==> config.mk <==
export PLATFORM = sky130hd
export DESIGN_NAME = viterbi_decoder
export DESIGN_NICKNAME = d
export VERILOG_FILES = /design/src/rtl/viterbi_decoder.sv
export SDC_FILE = /design/constraint.sdc
export NUM_CORES = 1
export LEC_CHECK = 0
export ABC_AREA = 0
export CAP_MARGIN = 20
export CORE_ASPECT_RATIO = 1.25
export CORE_UTILIZATION = 55
export CTS_CLUSTER_DIAMETER = 200
export DETAILED_ROUTE_END_ITERATION = 12
export PLACE_DENSITY = 0.74
export SYNTH_ARGS = -nofsm -noshare
export SYNTH_HDL_FRONTEND = slang
export SYNTH_SLANG_ARGS = --single-unit
export TNS_END_PERCENT = 50
==> constraint.sdc <==
create_clock -name clock -period 13.3 [get_ports clock]
set_input_delay 1.33 -clock clock [delete_from_list [all_inputs] [get_ports clock]]
set_output_delay 1.33 -clock clock [all_outputs]
set_load 0.01 [all_outputs]
Fig. 1: run 1, metal 1
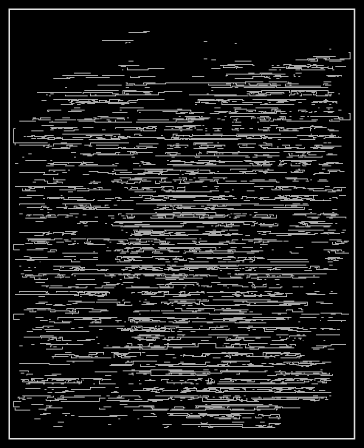
- wire length on this layer: 8060 µm
- main direction: horizontal
- nets with wire on the layer: 896
- share of all routed wire: 45%
- longest straight run: 43.7 µm
final WL: 18100 µm
M1 GR Usage: 33.6%
via count: 6415

Fig. 2: run 1, the metal 2 layer
The bar under the picture is 20 µm long.
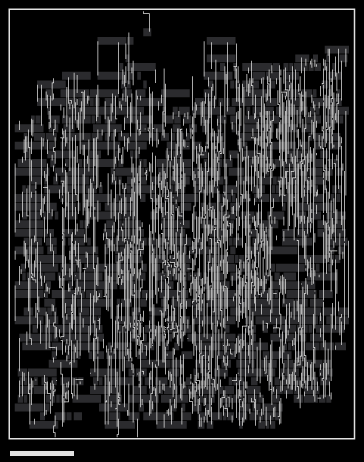
- longest straight run: 83.0 µm
- nets with wire on the layer: 778
routing usage on met2: 45.3%

Fig. 3: run 1, signal wires on met3
The bar under the picture is 20 µm long.
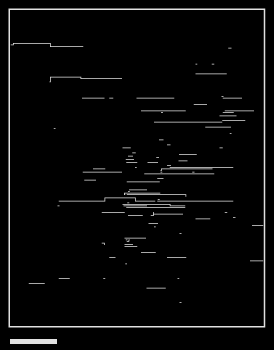
- nets with wire on the layer: 53
- main direction: horizontal
- wire length on this layer: 660 µm
- longest straight run: 31.7 µm
met3 GRT Util: 3.13%

Fig. 4: run 1, met4 routing
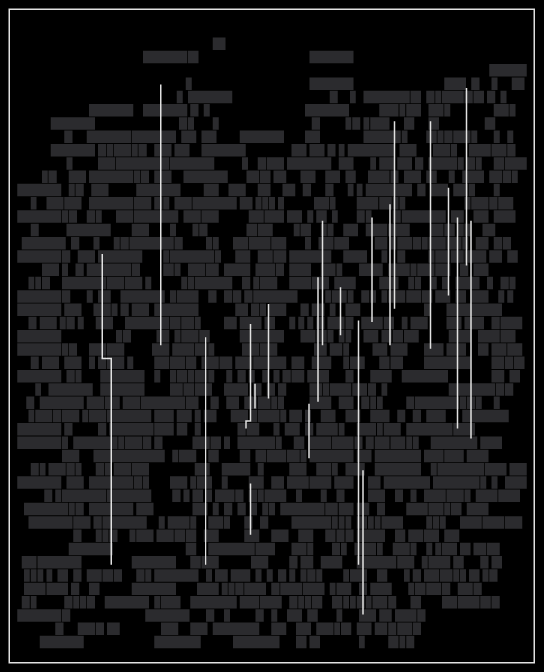
- main direction: vertical
- share of all routed wire: 3.6%
- wire length on this layer: 649 µm
- longest straight run: 53.0 µm
- nets with wire on the layer: 18

==> Slide: Implementation Results, run 1 <==
Physical Implementation Snapshot

Finish
  – Fin area: 8080 µm²
  – Fin nets: around 950
  – Logic cell area: ~5200 µm²
  – Fraction of area in registers: 25.4%

Floorplan
  – Die width: 107 µm
  – Tap cell count: approximately 170

STA
  – PnR worst setup slack: 1.25 ns
  – Final Setup Violations: 0
  – Slew Limit Fails: 0

Global route
  – GR peak layer: met2

Job
  – Tool Warnings: 36

Synthesis
  – Mux frac, synth: 13.8%
  – # Cells Yosys: 897
  – Yosys adder share: 10.6%

Status
  – Status: completed

Worst setup path
  – Crit path buffers/inverters: 8
  – Critical path endpoint category: register
  – R2r setup slk: 2.84 ns
  – Critical Path RT: roughly 14 ns

CTS
  – CTS tree: built
  – Post-CTS setup buffer count: 0
  – Root buffer selected by CTS: clkbuf_16
  – CTS Buffer Depth: 2

Detailed routing
  – Routed len/inst: 17.1 µm

Placement
  – Place WS: roughly 1.0 ns

Hold path
  – Hold crit path type: register to register
Fig. 5: run 1, routing congestion
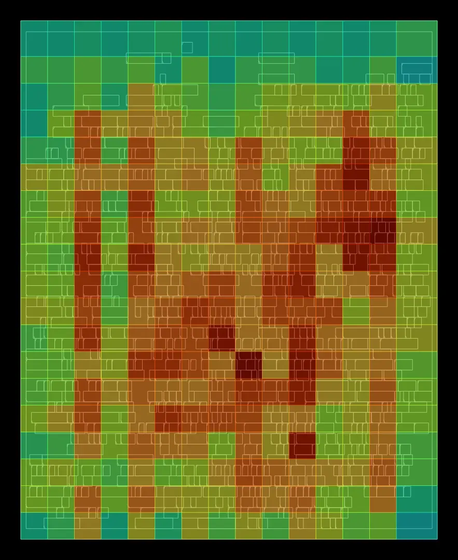

==> inputs of run 2 (changes only) <==
--- a/config.mk
+++ b/config.mk
@@ -9,6 +9,7 @@
 export CAP_MARGIN = 20
 export CORE_ASPECT_RATIO = 1.25
 export CORE_UTILIZATION = 55
+export CTS_BUF_LIST = sky130_fd_sc_hd__clkbuf_16
 export CTS_CLUSTER_DIAMETER = 200
 export DETAILED_ROUTE_END_ITERATION = 12
 export PLACE_DENSITY = 0.74
==> constraint.sdc (replaced) <==
create_clock -name clock -period 13.3 [get_ports clock]
set_input_delay 1.995 -clock clock [delete_from_list [all_inputs] [get_ports clock]]
set_output_delay 1.995 -clock clock [all_outputs]
set_load 0.01 [all_outputs]
Fig. 6: run 2, routing congestion
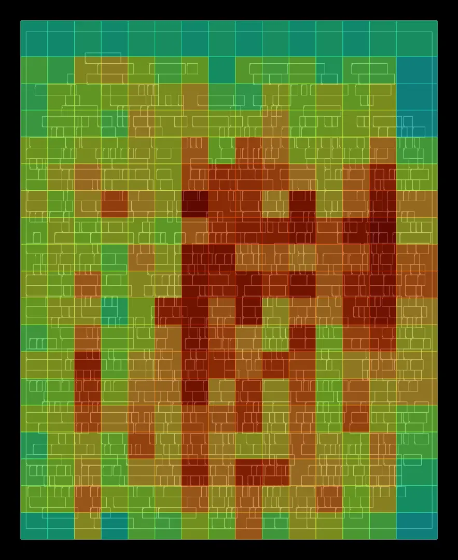
routed len/inst: 17.5 µm
M1 GR Usage: 32.9%
routing usage on met2: 48.2%
fin util: 60.8%

Fig. 7: run 2, metal 1
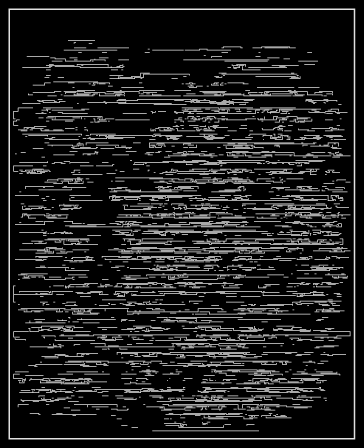
- wire length on this layer: 8090 µm
- main direction: horizontal
- share of all routed wire: 44%
via count: 6360
final WL: 18600 µm

==> run 2 against run 1 <==
Maximum frequency decreased by 4.5%; first-iteration DRC count decreased by 7.1%; critical path depth decreased by 3; non-clock buffer count increased by 2; setup slack got worse by 0.57 ns; sequential share of layout area decreased by 0.090 points; die area unchanged.
==> Slide: Implementation Results, run 2 <==
Physical Implementation Snapshot

Status
  – Status: completed

Placement
  – Place WS: 0.574 ns (-0.474 ns)
  – Placed cell area: 7760 µm²

Floorplan
  – Die width: 107 µm (unchanged)
  – Die area: roughly 14000 µm²
  – Ports: 7
  – Tap cell count: 171 (unchanged)

Finish
  – Logic cell area: 5180 µm² (unchanged)
  – Most frequent logic cell in the layout: nor2_1
  – Antenna cells: 0
  – Fin nets: 949 (+0.21%)
  – Fin area: 8110 µm² (+0.36%)
  – Fraction of area in registers: 25.3% (-0.090 points)

Synthesis
  – Xor-xnor portion of the synthesized cell area: 6.33%
  – # Cells Yosys: 897 (unchanged)
  – Area fraction in compound gates: between 20 and 25%
  – Avg Inst Size Synth: ~8.5 µm²
  – Mux frac, synth: 13.8% (unchanged)
  – Yosys Warn Count: 0
  – Yosys adder share: 10.6% (unchanged)
  – Largest area contributor in the netlist: dfrtp_1

Worst setup path
  – Worst Path Max Fanout: 15
  – Critical Path RT: 13.57 ns (about the same)
  – Startpoint types: primary input
  – R2r setup slk: 3.00 ns (+0.16 ns)
  – Crit path buffers/inverters: 6 (-2)
  – Critical path endpoint category: register
  – Most Frequent Cell on Critical Path: ha_1

CTS
  – Post-CTS setup buffer count: 0 (unchanged)
  – CTS Buffer Depth: 2 (unchanged)
  – CTS tree: built
  – Root buffer selected by CTS: clkbuf_16
  – Clock sinks: around 81

Hold path
  – Hold crit path type: register to register

STA
  – Final Setup Violations: 0 (unchanged)
  – Slew Limit Fails: 0 (unchanged)
  – Setup TNS: 0 ns
  – PnR worst setup slack: 0.684 ns (-0.570 ns)

Global route
  – Vias in the first global route: 6266
  – Antenna violations before repair: 0
  – GR peak layer: met2
  – Met3 GRT Util: 3.86% (+0.73 points)

Job
  – Tool Warnings: 36 (unchanged)

Detailed routing
  – DR top layer: met4
Fig. 8: run 2, met4 routing
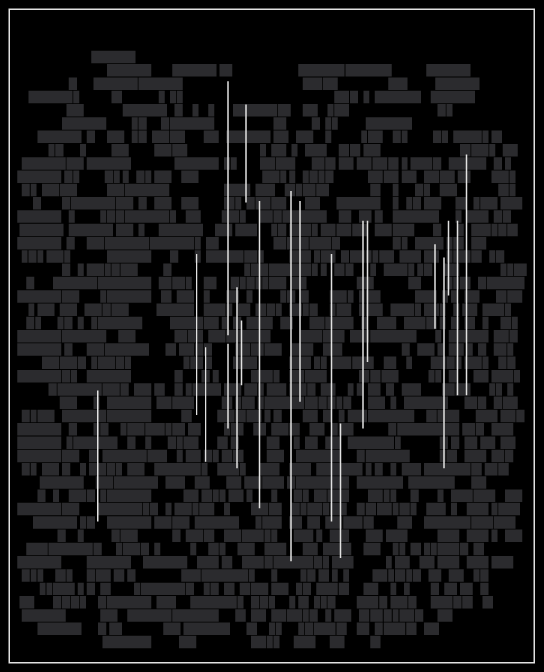
- wire length on this layer: 711 µm
- main direction: vertical

